==> src/rtl/axis_tapa_pkg.sv <==
// Shared types for the AXI4-Stream to TAPA istream ingress bridge:
// transfer FSM states, default payload width and the default-width entry layout.
package axis_tapa_pkg;

    localparam int DEFAULT_DATA_WIDTH = 32;

    typedef enum logic [1:0] {
        IDLE   = 2'd0,
        STREAM = 2'd1,
        DRAIN  = 2'd2
    } state_t;

    // Buffer entry as the kernel sees it on m_dout: eot sits above the payload.
    typedef struct packed {
        logic                          eot;
        logic [DEFAULT_DATA_WIDTH-1:0] data;
    } entry_t;

endpackage

==> src/rtl/axis_to_tapa_istream_if.sv <==
// AXI4-Stream beat bundle feeding the istream bridge; master drives beats, slave returns TREADY.
interface axis_to_tapa_istream_if #(
    parameter int DATA_WIDTH = axis_tapa_pkg::DEFAULT_DATA_WIDTH
);
    localparam int KEEP_WIDTH = DATA_WIDTH / 8;

    logic [DATA_WIDTH-1:0] TDATA;
    logic [KEEP_WIDTH-1:0] TKEEP;
    logic                  TLAST;
    logic                  TVALID;
    logic                  TREADY;

    modport master (output TDATA, TKEEP, TLAST, TVALID, input TREADY);
    modport slave  (input TDATA, TKEEP, TLAST, TVALID, output TREADY);

endinterface

==> src/rtl/axis_skid_fifo2.sv <==
// Two-entry skid FIFO: slot0 is always the head, slot1 holds the second entry.
// count_next is exported so the parent can register TREADY against the post-edge fill level.
module axis_skid_fifo2 #(
    parameter int WIDTH = 33
) (
    input  logic             ap_clk,
    input  logic             ap_rst,
    input  logic             push,
    input  logic [WIDTH-1:0] push_data,
    input  logic             pop,
    output logic [WIDTH-1:0] head,
    output logic [1:0]       count,
    output logic [1:0]       count_next
);

    logic [WIDTH-1:0] slot0;
    logic [WIDTH-1:0] slot1;
    logic [1:0]       count_q;
    logic             do_push;
    logic             do_pop;

    always_comb begin
        do_pop     = pop && (count_q != 2'd0);
        do_push    = push && (count_q != 2'd2);
        count_next = count_q + {1'b0, do_push} - {1'b0, do_pop};
    end

    // A pop shifts slot1 forward; with one entry, a simultaneous push lands straight in the head.
    always_ff @(posedge ap_clk) begin
        if (ap_rst) begin
            count_q <= 2'd0;
            slot0   <= '0;
            slot1   <= '0;
        end else begin
            count_q <= count_next;
            if (do_pop) begin
                if (count_q == 2'd2) begin
                    slot0 <= slot1;
                end else if (do_push) begin
                    slot0 <= push_data;
                end
            end else if (do_push) begin
                if (count_q == 2'd0) begin
                    slot0 <= push_data;
                end else begin
                    slot1 <= push_data;
                end
            end
        end
    end

    assign head  = (count_q != 2'd0) ? slot0 : '0;
    assign count = count_q;

endmodule

==> src/rtl/axis_to_tapa_istream.sv <==
// AXI4-Stream to TAPA istream bridge: one TLAST-terminated transfer per arm pulse.
// Optional macro AXIS_TO_TAPA_KEEP_CHECK_EN adds the sticky partial-TKEEP flag err_keep.
module axis_to_tapa_istream
    import axis_tapa_pkg::*;
#(
    parameter int DATA_WIDTH = DEFAULT_DATA_WIDTH
) (
    input  logic                      ap_clk,
    input  logic                      ap_rst,
    input  logic                      arm,
    axis_to_tapa_istream_if.slave     s_axis,
    output logic [DATA_WIDTH:0]       m_dout,
    output logic                      m_empty_n,
    input  logic                      m_read,
    output logic                      busy,
    output logic                      done,
    output logic [31:0]               beat_count,
    output logic                      err_keep
);

    typedef struct packed {
        logic                  eot;
        logic [DATA_WIDTH-1:0] data;
    } stream_entry_t;

    state_t        state;
    state_t        next_state;
    logic          tready_q;
    logic          accept;
    stream_entry_t push_entry;
    stream_entry_t head_entry;
    logic [1:0]    fifo_count;
    logic [1:0]    fifo_count_next;

    assign accept     = s_axis.TVALID && tready_q;
    assign push_entry = '{eot: s_axis.TLAST, data: s_axis.TDATA};

    axis_skid_fifo2 #(
        .WIDTH ($bits(stream_entry_t))
    ) u_fifo (
        .ap_clk     (ap_clk),
        .ap_rst     (ap_rst),
        .push       (accept),
        .push_data  (push_entry),
        .pop        (m_read),
        .head       (head_entry),
        .count      (fifo_count),
        .count_next (fifo_count_next)
    );

    always_comb begin
        next_state = state;
        unique case (state)
            IDLE:    if (arm) next_state = STREAM;
            STREAM:  if (accept && s_axis.TLAST) next_state = DRAIN;
            DRAIN:   if (fifo_count == 2'd0) next_state = IDLE;
            default: next_state = IDLE;
        endcase
    end

    // TREADY looks one edge ahead so it never promises a slot the buffer will not have.
    always_ff @(posedge ap_clk) begin
        if (ap_rst) begin
            state      <= IDLE;
            tready_q   <= 1'b0;
            done       <= 1'b0;
            beat_count <= '0;
        end else begin
            state    <= next_state;
            tready_q <= (next_state == STREAM) && (fifo_count_next < 2'd2);
            done     <= (state == DRAIN) && (fifo_count == 2'd0);
            if (state == IDLE && arm) begin
                beat_count <= '0;
            end else if (accept && !s_axis.TLAST) begin
                beat_count <= beat_count + 32'd1;
            end
        end
    end

`ifdef AXIS_TO_TAPA_KEEP_CHECK_EN
    // Only payload beats are checked; the close token may carry any TKEEP.
    always_ff @(posedge ap_clk) begin
        if (ap_rst) begin
            err_keep <= 1'b0;
        end else if (state == IDLE && arm) begin
            err_keep <= 1'b0;
        end else if (accept && !s_axis.TLAST && (s_axis.TKEEP != '1)) begin
            err_keep <= 1'b1;
        end
    end
`else
    assign err_keep = 1'b0;
`endif

    assign s_axis.TREADY = tready_q;
    assign m_dout        = head_entry;
    assign m_empty_n     = (fifo_count != 2'd0);
    assign busy          = (state != IDLE);

endmodule

==> src/flat_wrapper.sv <==
// flat-port wrapper written by rule: the top's interface ports become plain ports
module axis_to_tapa_istream_flat import axis_tapa_pkg::*;
#(
    parameter int DATA_WIDTH = DEFAULT_DATA_WIDTH
)
  (ap_clk, ap_rst, arm, m_dout, m_empty_n, m_read, busy, done, beat_count, err_keep, s_axis_TDATA, s_axis_TKEEP, s_axis_TLAST, s_axis_TVALID, s_axis_TREADY);
  axis_to_tapa_istream_if #(.DATA_WIDTH(DATA_WIDTH)) s_axis_i ();
  input  logic ap_clk;
  input  logic ap_rst;
  input  logic arm;
  output logic [DATA_WIDTH:0] m_dout;
  output logic m_empty_n;
  input  logic m_read;
  output logic busy;
  output logic done;
  output logic [31:0] beat_count;
  output logic err_keep;
  input wire logic [$bits(s_axis_i.TDATA)-1:0] s_axis_TDATA;
  input wire logic [$bits(s_axis_i.TKEEP)-1:0] s_axis_TKEEP;
  input wire logic [$bits(s_axis_i.TLAST)-1:0] s_axis_TLAST;
  input wire logic [$bits(s_axis_i.TVALID)-1:0] s_axis_TVALID;
  output wire logic [$bits(s_axis_i.TREADY)-1:0] s_axis_TREADY;
  assign s_axis_i.TDATA = s_axis_TDATA;
  assign s_axis_i.TKEEP = s_axis_TKEEP;
  assign s_axis_i.TLAST = s_axis_TLAST;
  assign s_axis_i.TVALID = s_axis_TVALID;
  assign s_axis_TREADY = s_axis_i.TREADY;
  axis_to_tapa_istream #(.DATA_WIDTH(DATA_WIDTH)) u_core (.ap_clk(ap_clk), .ap_rst(ap_rst), .arm(arm), .s_axis(s_axis_i), .m_dout(m_dout), .m_empty_n(m_empty_n), .m_read(m_read), .busy(busy), .done(done), .beat_count(beat_count), .err_keep(err_keep));
endmodule
==> config.mk <==
export PLATFORM = sky130hd
export DESIGN_NAME = axis_to_tapa_istream_flat
export DESIGN_NICKNAME = d
export VERILOG_FILES = /design/src/rtl/axis_tapa_pkg.sv /design/src/rtl/axis_to_tapa_istream_if.sv /design/src/rtl/axis_skid_fifo2.sv /design/src/rtl/axis_to_tapa_istream.sv /design/src/flat_wrapper.sv
export SDC_FILE = /design/constraint.sdc
export NUM_CORES = 1
export LEC_CHECK = 0
export CAP_MARGIN = 20
export CORE_ASPECT_RATIO = 1.1
export CORE_MARGIN = 1.5
export CORE_UTILIZATION = 45
export CTS_BUF_LIST = sky130_fd_sc_hd__clkbuf_16
export DETAILED_ROUTE_END_ITERATION = 10
export DONT_BUFFER_PORTS = 1
export GPL_ROUTABILITY_DRIVEN = 1
export PLACE_DENSITY = 0.64
export SYNTH_ARGS = -nofsm -noshare
export SYNTH_HDL_FRONTEND = slang
export SYNTH_SLANG_ARGS = --single-unit
export TNS_END_PERCENT = 30
==> constraint.sdc <==
create_clock -name ap_clk -period 2.8 [get_ports ap_clk]
set_input_delay 0.56 -clock ap_clk [delete_from_list [all_inputs] [get_ports ap_clk]]
set_output_delay 0.56 -clock ap_clk [all_outputs]
set_load 0.02 [all_outputs]
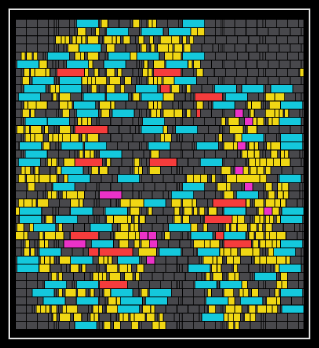
**Above:** cells coloured by class.
Scale: 3 px per um. Fill, decap, tap and diode cells in grey.
[clock drivers and dummy loads] red | cells: 16 | share of their area: 7.0%
[sequential cells] cyan | cells: 104 | share of their area: 42%
[remaining buffers and delay cells] magenta | cells: 12 | share of their area: 2.3%
[combinational and other logic] yellow | cells: 407 | share of their area: 49%

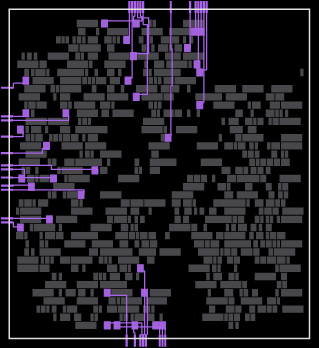
**Above:** wires at chosen ports, followed through buffers.
Scale: 3 px per um.
[m_dout] purple | direction: output | end cells: 33 | buffers: 0 | wire: 501 um

==> Changelog: implementation <==
### Implementation results

- Placed insts: 643
- Final Cell Area: 5086 um2
- Commonest Layout Cell: dfxtp_1
- Mi-comb count: 398
- Post-CTS Setup Inserts: 0
- First-pass GRT wire length: 16510 um
- Post-synth seq share: 0.4511
- Hold Path Class: primary input to flop
- Number of port buffers: 0
- Final HPWL DP: 6785 um
- Via/cell ratio: 5.416
- Logic inverters: 9
- Rows: 38
- CLK BUF: 9
- Global Route Usage Sum: 0.1899
- Post-route insts no fill: 659
- Pre-CTS setup slack: 0.5532 ns
- Final wirelength: 9980 um
- Dominant combinational family: simple AND/OR/NAND/NOR gates
- Top area cell types: dfxtp_1 45%, mux2i_1 7.6%, nand2_1 6.7%
- Min-delay src: ap_rst
- CP Launch Type: flop
- Final min period: 2.218 ns
- Die height: 109.2 um
- Fraction of area in registers: 0.4093
- Setup TNS Final: 0 ns
- Clock-pin slew reported for the worst setup and hold paths after clock tree synthesis: 0.07 ns
- Net switching power figure: 1043 uW
- Final hold viol count: 0
- Crit path DAT: 2.47 ns
- Register area: 2082 um2
- Mux share: 0.07590
- Pwr dens: 735.6 nW/um2
- Antenna Nets Post-Route: 0
- CTS tree: done
- DRC viols: 0
- Total power: 3741 uW
- Crit Path Category: flop to flop
- DRT iter0 DRCs: 74
- Met2 WL: 4797 um
- Final Util: 0.5118
- Hold Buf Count CTS: 0
- Tapcells: 120
- Slew headroom: 0.3749
- Comb area share: 0.4642
- Largest class: multi-input combinational cells
- Simple-Gate Area Share: 0.2591
- Met1 Use GR: 0.2129
- Aoi share: 0.1187
- Cells on worst reg2reg path: 7
- Buffer share of cell area: 0.02263
- Worst Tran Pin Value: 0.9376 ns
- Top cell type's share of synthesized area: 0.4511
- Tool Warnings: 31
- Comb power frac: 0.177
- Clock sinks: 104
- Syn Std Cell Area: 4616 um2
- Reg2Reg Capture Point: u_core.u_fifo.slot0[13]
- Die ar.: 10870 um2
- Hold Path Sink: u_core.u_fifo.slot0[18]
- Crit Path Max Fanout: 50
- Non-CTS buffers: 12
- # nets final: 580
- Synth Area in XOR/XNOR: 0.04364
- Syn_nets: 593
- Synth area leader: dfxtp_1
- Fillers: 936
- Met3 Resource Use GR: 0.07949
- VDD IR-drop max: 0.0004443 V
- Distinct cells, synth: 40
- PnR worst setup slack: 0.5823 ns
- Met2 Usage GRT: 0.3263
- Max-cap violations: 0
- Top Layer Used: met4
- Share of layout cells above drive strength 1: 0.06308
- RSZ-0062 raised after global routing: no
- Initial antenna violation count: 0
- FP Util: 0.4645
- Grt ovf: 0
- Post-CTS sizing: 0
- Wire length per cell: 15.14 um
- LEAKAGE: 0.001882 uW
- Die W: 99.57 um
- Highest clock rate: 450.9 MHz
- MI comb area: 2361 um2
- Most common logic cells in the final layout: 104 x dfxtp_1, 82 x nand2_1, 59 x nor2_1, 44 x a21oi_1, 39 x and2_1
- Internal power: 2699 uW
- Required time of the critical path: 3.05 ns
- Registers: 104
- Post-synth EDFFs: 0
- CP Capture Type: flop
- DR vias: 3569
- Part of the power in registers: 0.442
- WL met1: 4304 um
- Final hold slack: 0.2929 ns
- Largest net degree at the start of global routing: 74
- Clock buffer depth: 2
- Origin of the critical flop-to-flop path: u_core.s_axis.TREADY
- Clk_skew: 0.006607 ns
- Most used flip-flop cell: dfxtp_1
- Syn-to-layout area delta: 10.19%
- Yosys Chip Area: 4616 um2
- Switching share of power: 0.2787
- Clock power frac: 0.381
- Max Transition Viols Final: 0
- Core area: 9937 um2
- Met3 Wirelength: 758 um
- Gr busiest metal: met2
- Clk tree area frac: 0.06765
- N_diodes: 0
- Worst-Skew Late Latency: 0.34 ns
- Clock root cell: clkbuf_16
- H-tree levels: 3
- Synth Warn #: 0
- Vias in the first global route: 3472
- Final setup fails: 0
- # Cells Yosys: 547
- Placed Area: 4742 um2
- R2R setup slack: 0.58 ns
- Adder share: 0.01084
- FF+latch count, synth: 104
- Gate Count Post-Synth: 547
- First drt pass iteration count: 4
- Final period util: 0.7921
- Status: finished, final reports clean
- GPL Wtd Cong: 0.8601
- CTS Buf Count: 9
- I/O Pins: 112
- Hold depth: 1
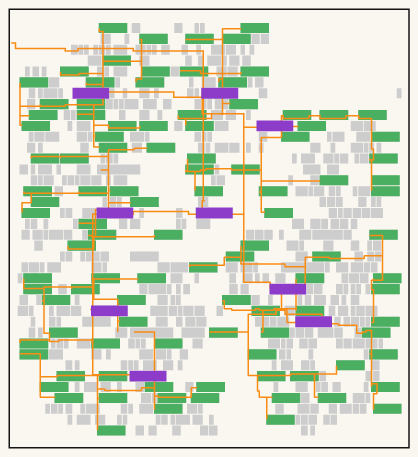
**Above:** clock distribution.
Scale: 4 px per um.
[flip-flops] green | count: 104
[clock drivers] purple | count: 9
[clock wires] orange | length: 1190 um
flops lie: spread over the die

==> worst max path at each step <==
stage	startpoint	end	depth (start not counted)
after floorplan	u_core.beat_count[0]	u_core.beat_count[30]	6
after global placement	u_core.beat_count[4]	u_core.beat_count[30]	5
after detailed placement	u_core.s_axis.TREADY	u_core.u_fifo.slot0[13]	7
after CTS	u_core.s_axis.TREADY	u_core.u_fifo.slot0[13]	7
after global routing	u_core.s_axis.TREADY	u_core.u_fifo.slot0[21]	7
final	u_core.s_axis.TREADY	u_core.u_fifo.slot0[13]	7
==> power by group through the flow <==
stage	combinational [uW]	clock (uW)	sequential, uW
global placement	654	0	1680
floorplan	550	0	1670
finish	663	1430	1650
CTS	675	1460	1650
global route	752	1520	1660
detailed placement	674	0	1690
==> critical path: stages (launching register included) <==
cell      delay, ns
dfxtp_1        0.52
and2_1         0.26
o21ai_0        0.17
ha_1           0.25
a21oi_4        0.12
buf_4          0.44
nor2_1         0.10
a211oi_1       0.25
==> sequential cells by signal, summed over array words and instances, names as in the netlist <==
register / flops
u_core.u_fifo.slot1: 33
u_core.u_fifo.slot0: 33
u_core.beat_count: 32
u_core.s_axis.TREADY: 1
u_core.u_fifo.count: 2
u_core.done: 1
u_core.state: 2
==> cells in the mapped netlist, types with 2 or more instances <==
cell type / count
buf_1: 2
ha_1: 4
a211oi_1: 33
or2_2: 3
nor4_1: 6
nand3_1: 6
inv_1: 9
mux2i_1: 35
a21oi_1: 45
nand3b_1: 3
nand2b_1: 3
dfxtp_1: 104
or3_1: 10
buf_2: 3
nand4_1: 11
clkbuf_1: 29
and3b_1: 2
xor2_1: 9
and3_1: 2
xnor2_1: 14
and2_1: 39
nand2_1: 82
nor3_1: 9
o21ai_0: 10
nor2_1: 59
Power and IR drop assume default switching activity.
